==> config.mk <==
export PLATFORM = sky130hd
export DESIGN_NAME = scan_decoder_flat
export DESIGN_NICKNAME = d
export VERILOG_FILES = /design/src/rtl/scan_decoder_pkg.sv /design/src/rtl/scan_decoder_if.sv /design/src/rtl/scan_decoder_dwell_counter.sv /design/src/rtl/scan_decoder.sv /design/src/flat_wrapper.sv
export SDC_FILE = /design/constraint.sdc
export NUM_CORES = 1
export LEC_CHECK = 0
export ABC_AREA = 1
export ABC_CLOCK_PERIOD_IN_PS = 3250
export CAP_MARGIN = 0
export CORE_UTILIZATION = 45
export CTS_BUF_LIST = sky130_fd_sc_hd__clkbuf_2 sky130_fd_sc_hd__clkbuf_4 sky130_fd_sc_hd__clkbuf_8
export CTS_CLUSTER_SIZE = 16
export DETAILED_ROUTE_END_ITERATION = 7
export GPL_TIMING_DRIVEN = 0
export PLACE_DENSITY = 0.71
export SLEW_MARGIN = 5
export SYNTH_ARGS = -nofsm -noshare
export SYNTH_HDL_FRONTEND = slang
export SYNTH_SLANG_ARGS = --single-unit
==> constraint.sdc <==
create_clock -name clk -period 3.25 [get_ports clk]
set_clock_uncertainty 0.2 [all_clocks]
set_input_delay 0.4875 -clock clk [delete_from_list [all_inputs] [get_ports clk]]
set_output_delay 0.4875 -clock clk [all_outputs]
set_load 0.005 [all_outputs]
Fig. 1: run 1, congestion heat map
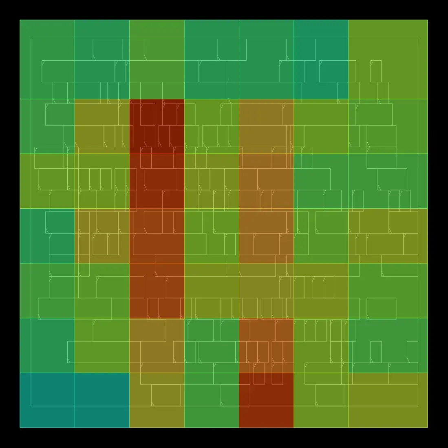
GR Util met1: 0.209
final core utilization: 0.607

Fig. 2: run 1, zoomed window
Window x 13 to 38, y 13 to 38 µm. Cells in grey, sequential cells in the stronger grey; small squares are vias.
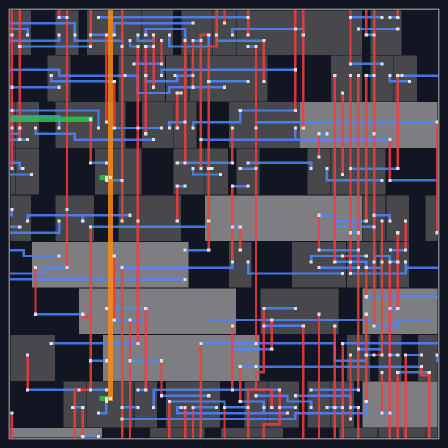
- orange: metal 4
- blue: metal 1
- red: metal 2
- green: metal 3
- cells with their middle in the window: 55
- most frequent: nand2_1 (11), nand3_1 (9), nor2_1 (7)
- sequential cells in the window: 5

Fig. 3: run 1, drive-strength map
Drawn at 10 px/µm.
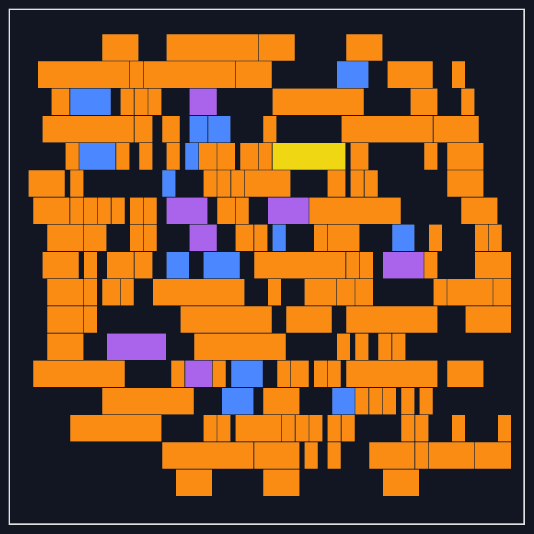
- purple: _3 and _4 cells (cells 7)
- yellow: _6 and larger (cells 1)
- blue: _2 cells (cells 14)
- orange: _0 and _1 cells (cells 139)
design area: 1370 µm²
Final Worst Setup Slack: 1.09 ns
Repair and plain buffers: 21

Fig. 4: run 1, sequential cells coloured by netlist name
Drawn at 8 px/µm. Other sequential cells in the stronger grey, the rest of the logic in the fainter grey.
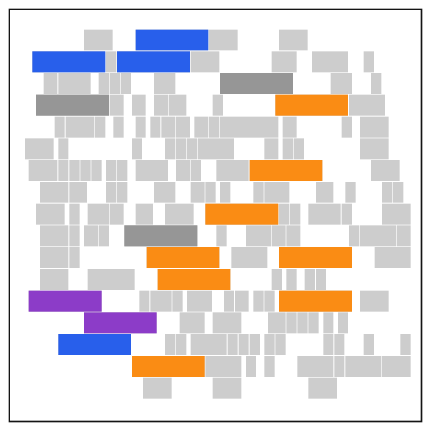
- purple: u_core.state_q (flops 2)
- orange: u_core.u_dwell_counter.cnt_q (flops 8)
- blue: u_core.bus.y (flops 4)
- not coloured: 3
total sequential power: 224 µW
Seq/total area: 0.311
FF/Latch Area: 425 µm²

==> reports/metrics.csv, run 1 <==
metric,value,unit
Sw Pwr,106,µW
placed cell area,1340,µm²
Boundary Pins,22,
number of enable flip-flop cells,0,
die area,2640,µm²
Top class by area,combinational gates,
"Simple Share, Synth",0.331,
post-route minimum period,2.16,ns
drt drc,0,
leakage power,0.000706,µW
Clock Power,111,µW
ys cells,136,
Initial DRT Pass Iterations,4,
RePlAce Congestion,0.778,
grt met3 use,0.0179,
crit path launch type,primary input,
maximum number of pins on one net before global-route repair,18,
Adder Area Share,0.114,
RSZ-0062 raised after global routing,no,
first-pass GRT wire length,3.68,mm
CTS H-Tree Depth,1,
initial antenna violation count,0,
Comb group,73.6,µW
Worst EP arrival,2.14,ns
Post-CTS Resized,0,
TritonCTS clock tree,done,
met2 usage,0.362,
DP Worst Slack,0.779,ns
Internal,303,µW
outcome,"complete, no violations",
Comb area share,0.419,
xor/xnor share,0.0160,
[run 1: metrics by stage]
stage | std cells | total power [µW] | util | hold WS [ns]
finish | 189 | 409 | 0.607 | 0.292
global route | 189 | 435 | 0.607 | 0.331
CTS | 189 | 415 | 0.607 | 0.301
detailed placement | 185 | 303 | 0.595 | 0.285
global placement | 185 | 300 | 0.595 | 0.273
floorplan | 136 | 262 | - | -0.00809
[run 1: worst max-delay path: stages]
cell             delay (ns)
clkdlybuf4s50_1        0.45
inv_1                  0.04
ha_1                   0.29
nand2_1                0.07
nor2_1                 0.11
nor2_1                 0.04
nand2_1                0.07
nand2_2                0.09
nand2_4                0.13
nand2_1                0.06
nand3_1                0.10
nand2_1                0.06
nand3_1                0.08
nand2_1                0.05
==> run 2: changes to the inputs <==
--- a/config.mk
+++ b/config.mk
@@ -6,14 +6,14 @@
 export NUM_CORES = 1
 export LEC_CHECK = 0
 export ABC_AREA = 1
-export ABC_CLOCK_PERIOD_IN_PS = 3250
+export ABC_CLOCK_PERIOD_IN_PS = 1800
 export CAP_MARGIN = 0
 export CORE_UTILIZATION = 45
 export CTS_BUF_LIST = sky130_fd_sc_hd__clkbuf_2 sky130_fd_sc_hd__clkbuf_4 sky130_fd_sc_hd__clkbuf_8
 export CTS_CLUSTER_SIZE = 16
 export DETAILED_ROUTE_END_ITERATION = 7
 export GPL_TIMING_DRIVEN = 0
-export PLACE_DENSITY = 0.71
+export PLACE_DENSITY = 0.74
 export SLEW_MARGIN = 5
 export SYNTH_ARGS = -nofsm -noshare
 export SYNTH_HDL_FRONTEND = slang
==> constraint.sdc (replaced) <==
create_clock -name clk -period 1.8 [get_ports clk]
set_clock_uncertainty 0.2 [all_clocks]
set_input_delay 0.27 -clock clk [delete_from_list [all_inputs] [get_ports clk]]
set_output_delay 0.27 -clock clk [all_outputs]
set_load 0.005 [all_outputs]
==> run 2 against run 1 <==
The run now ends with setup timing left. Via count rose by 2.5%. Utilization up 9.4 points. Synthesized area stayed put. Routed wire length up 10%. First-iteration DRC count shrank 36%. Power increased by 94%. Cell area rose by 16%. Cell count up 2.1%. Synthesized cell count unchanged. Critical path type unchanged.
==> reports/metrics.csv, run 2 <==
metric,value,unit
first-pass GRT wire length,3.65,mm
leakage power,0.000748,µW
initial antenna violation count,0,
Placed Cells,185,
failing checks,setup timing,
worst path bufs/invs,2,
CP max stage cell,clkdlybuf4s50_1,
most frequent cell on the critical path,nand3_2,
design area,1580,µm²
die area,2640,µm²
number of enable flip-flop cells,0,
hold_ws,0.194,ns
Final Max Slew Viols,0,
placed cell area,1340,µm²
cell count along the critical path,11,
DP Worst Slack,-0.446,ns
Commonest Layout Cell,nand2_1,
RSZ-0062 raised after global routing,yes,
drt drc,0,
"Cell Chain, Critical Path",clkdlybuf4s50_1 > inv_2 > ha_4 > a21oi_4 > nor2_2 > nor2_4 > nand2_4 > nand2_1 > nand3_2 > nand3_2 > nand3_1,
Worst EP arrival,1.88,ns
Comb area share,0.475,
Top class by area,combinational gates,
Final Worst Setup Slack,-0.0800,ns
post-route minimum period,1.88,ns
TritonCTS clock tree,done,
Initial DRT Pass Iterations,5,
crit path launch type,primary input,
Comb group,163,µW
Internal,561,µW
CP max stage delay,0.47,ns
RePlAce Congestion,0.802,
vias in the first global route,954,
outcome,"complete, but fails checks",
Finished Layout Cells,193,
Design Power,794,µW
CTS H-Tree Depth,1,
WL per Instance,11.6,µm
Boundary Pins,22,
ys cells,136,
Repair and plain buffers,25,
Worst-Margin Slew,0.760,ns
maximum number of pins on one net before global-route repair,18,
CP top delay family,simple AND/OR/NAND/NOR gates,
Clock Power,224,µW
crit path DRT,1.80,ns
# setup viols final,9,
Sw Pwr,233,µW
[run 2: timing repair]
action                                 CTS  global route
pin swaps                               17            19
setup endpoints to repair               11            16
gates resized                           19            25
endpoints found under the hold margin    0             0
buffers inserted                         4             0
[run 2: logic make-up after synthesis]
logic type               count (synthesis)  synth area share
AND-OR/OR-AND                            9            0.0616
XOR/XNOR                                 2            0.0160
adder cells (fa/ha/maj)                 10             0.114
buffers and inverters                   26            0.0890
flip-flops                              17             0.388
AND/OR/NAND/NOR                         72             0.331
[run 2: per-layer routing]
layer | vias up | GRT usage | part of all wire
li1 | 482 | - | -
met3 | 3 | 0.0536 | 0.037
met2 | 17 | 0.377 | 0.55
met5 | - | 0 | 0
met1 | 435 | 0.191 | 0.40
met4 | 0 | 0.0541 | 0.0085
Fig. 5: run 2, the metal 2 layer
Drawn at 8 px/µm.
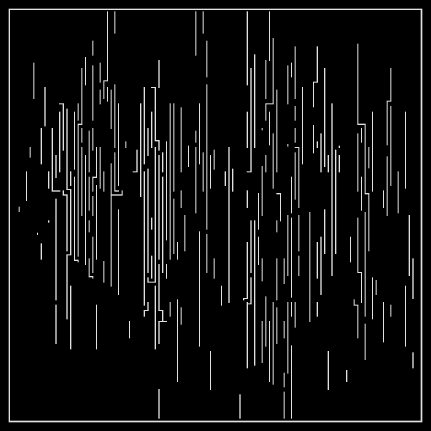
- share of all routed wire: 55%
- main direction: vertical
met2 usage: 0.377
final wirelength: 2.24 mm
Via Count: 937

Fig. 6: run 2, congestion heat map
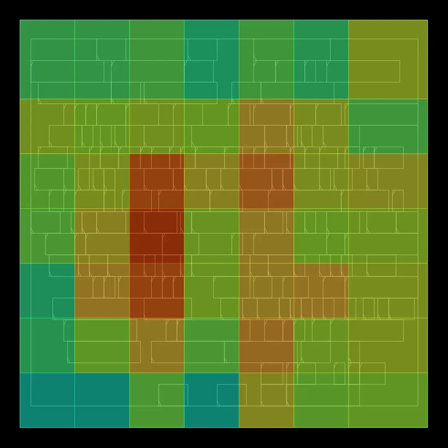
GR Util met1: 0.191
GR peak layer: met2
final core utilization: 0.701

Fig. 7: run 2, sequential cells coloured by netlist name
Drawn at 8 px/µm. Other sequential cells in the stronger grey, the rest of the logic in the fainter grey.
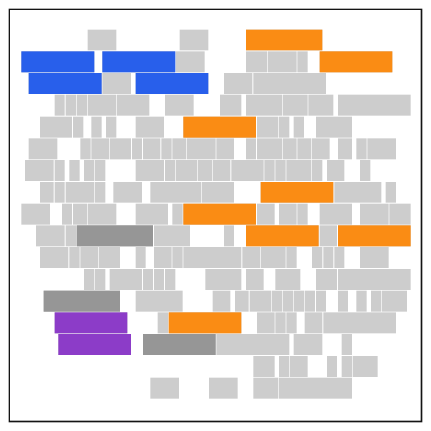
- orange: u_core.u_dwell_counter.cnt_q (flops 8)
- purple: u_core.state_q (flops 2)
- blue: u_core.bus.y (flops 4; where top left)
- not coloured: 3
FF/Latch Area: 429 µm²
Seq/total area: 0.271
total sequential power: 407 µW

Power is estimated from default activity; no workload was simulated.
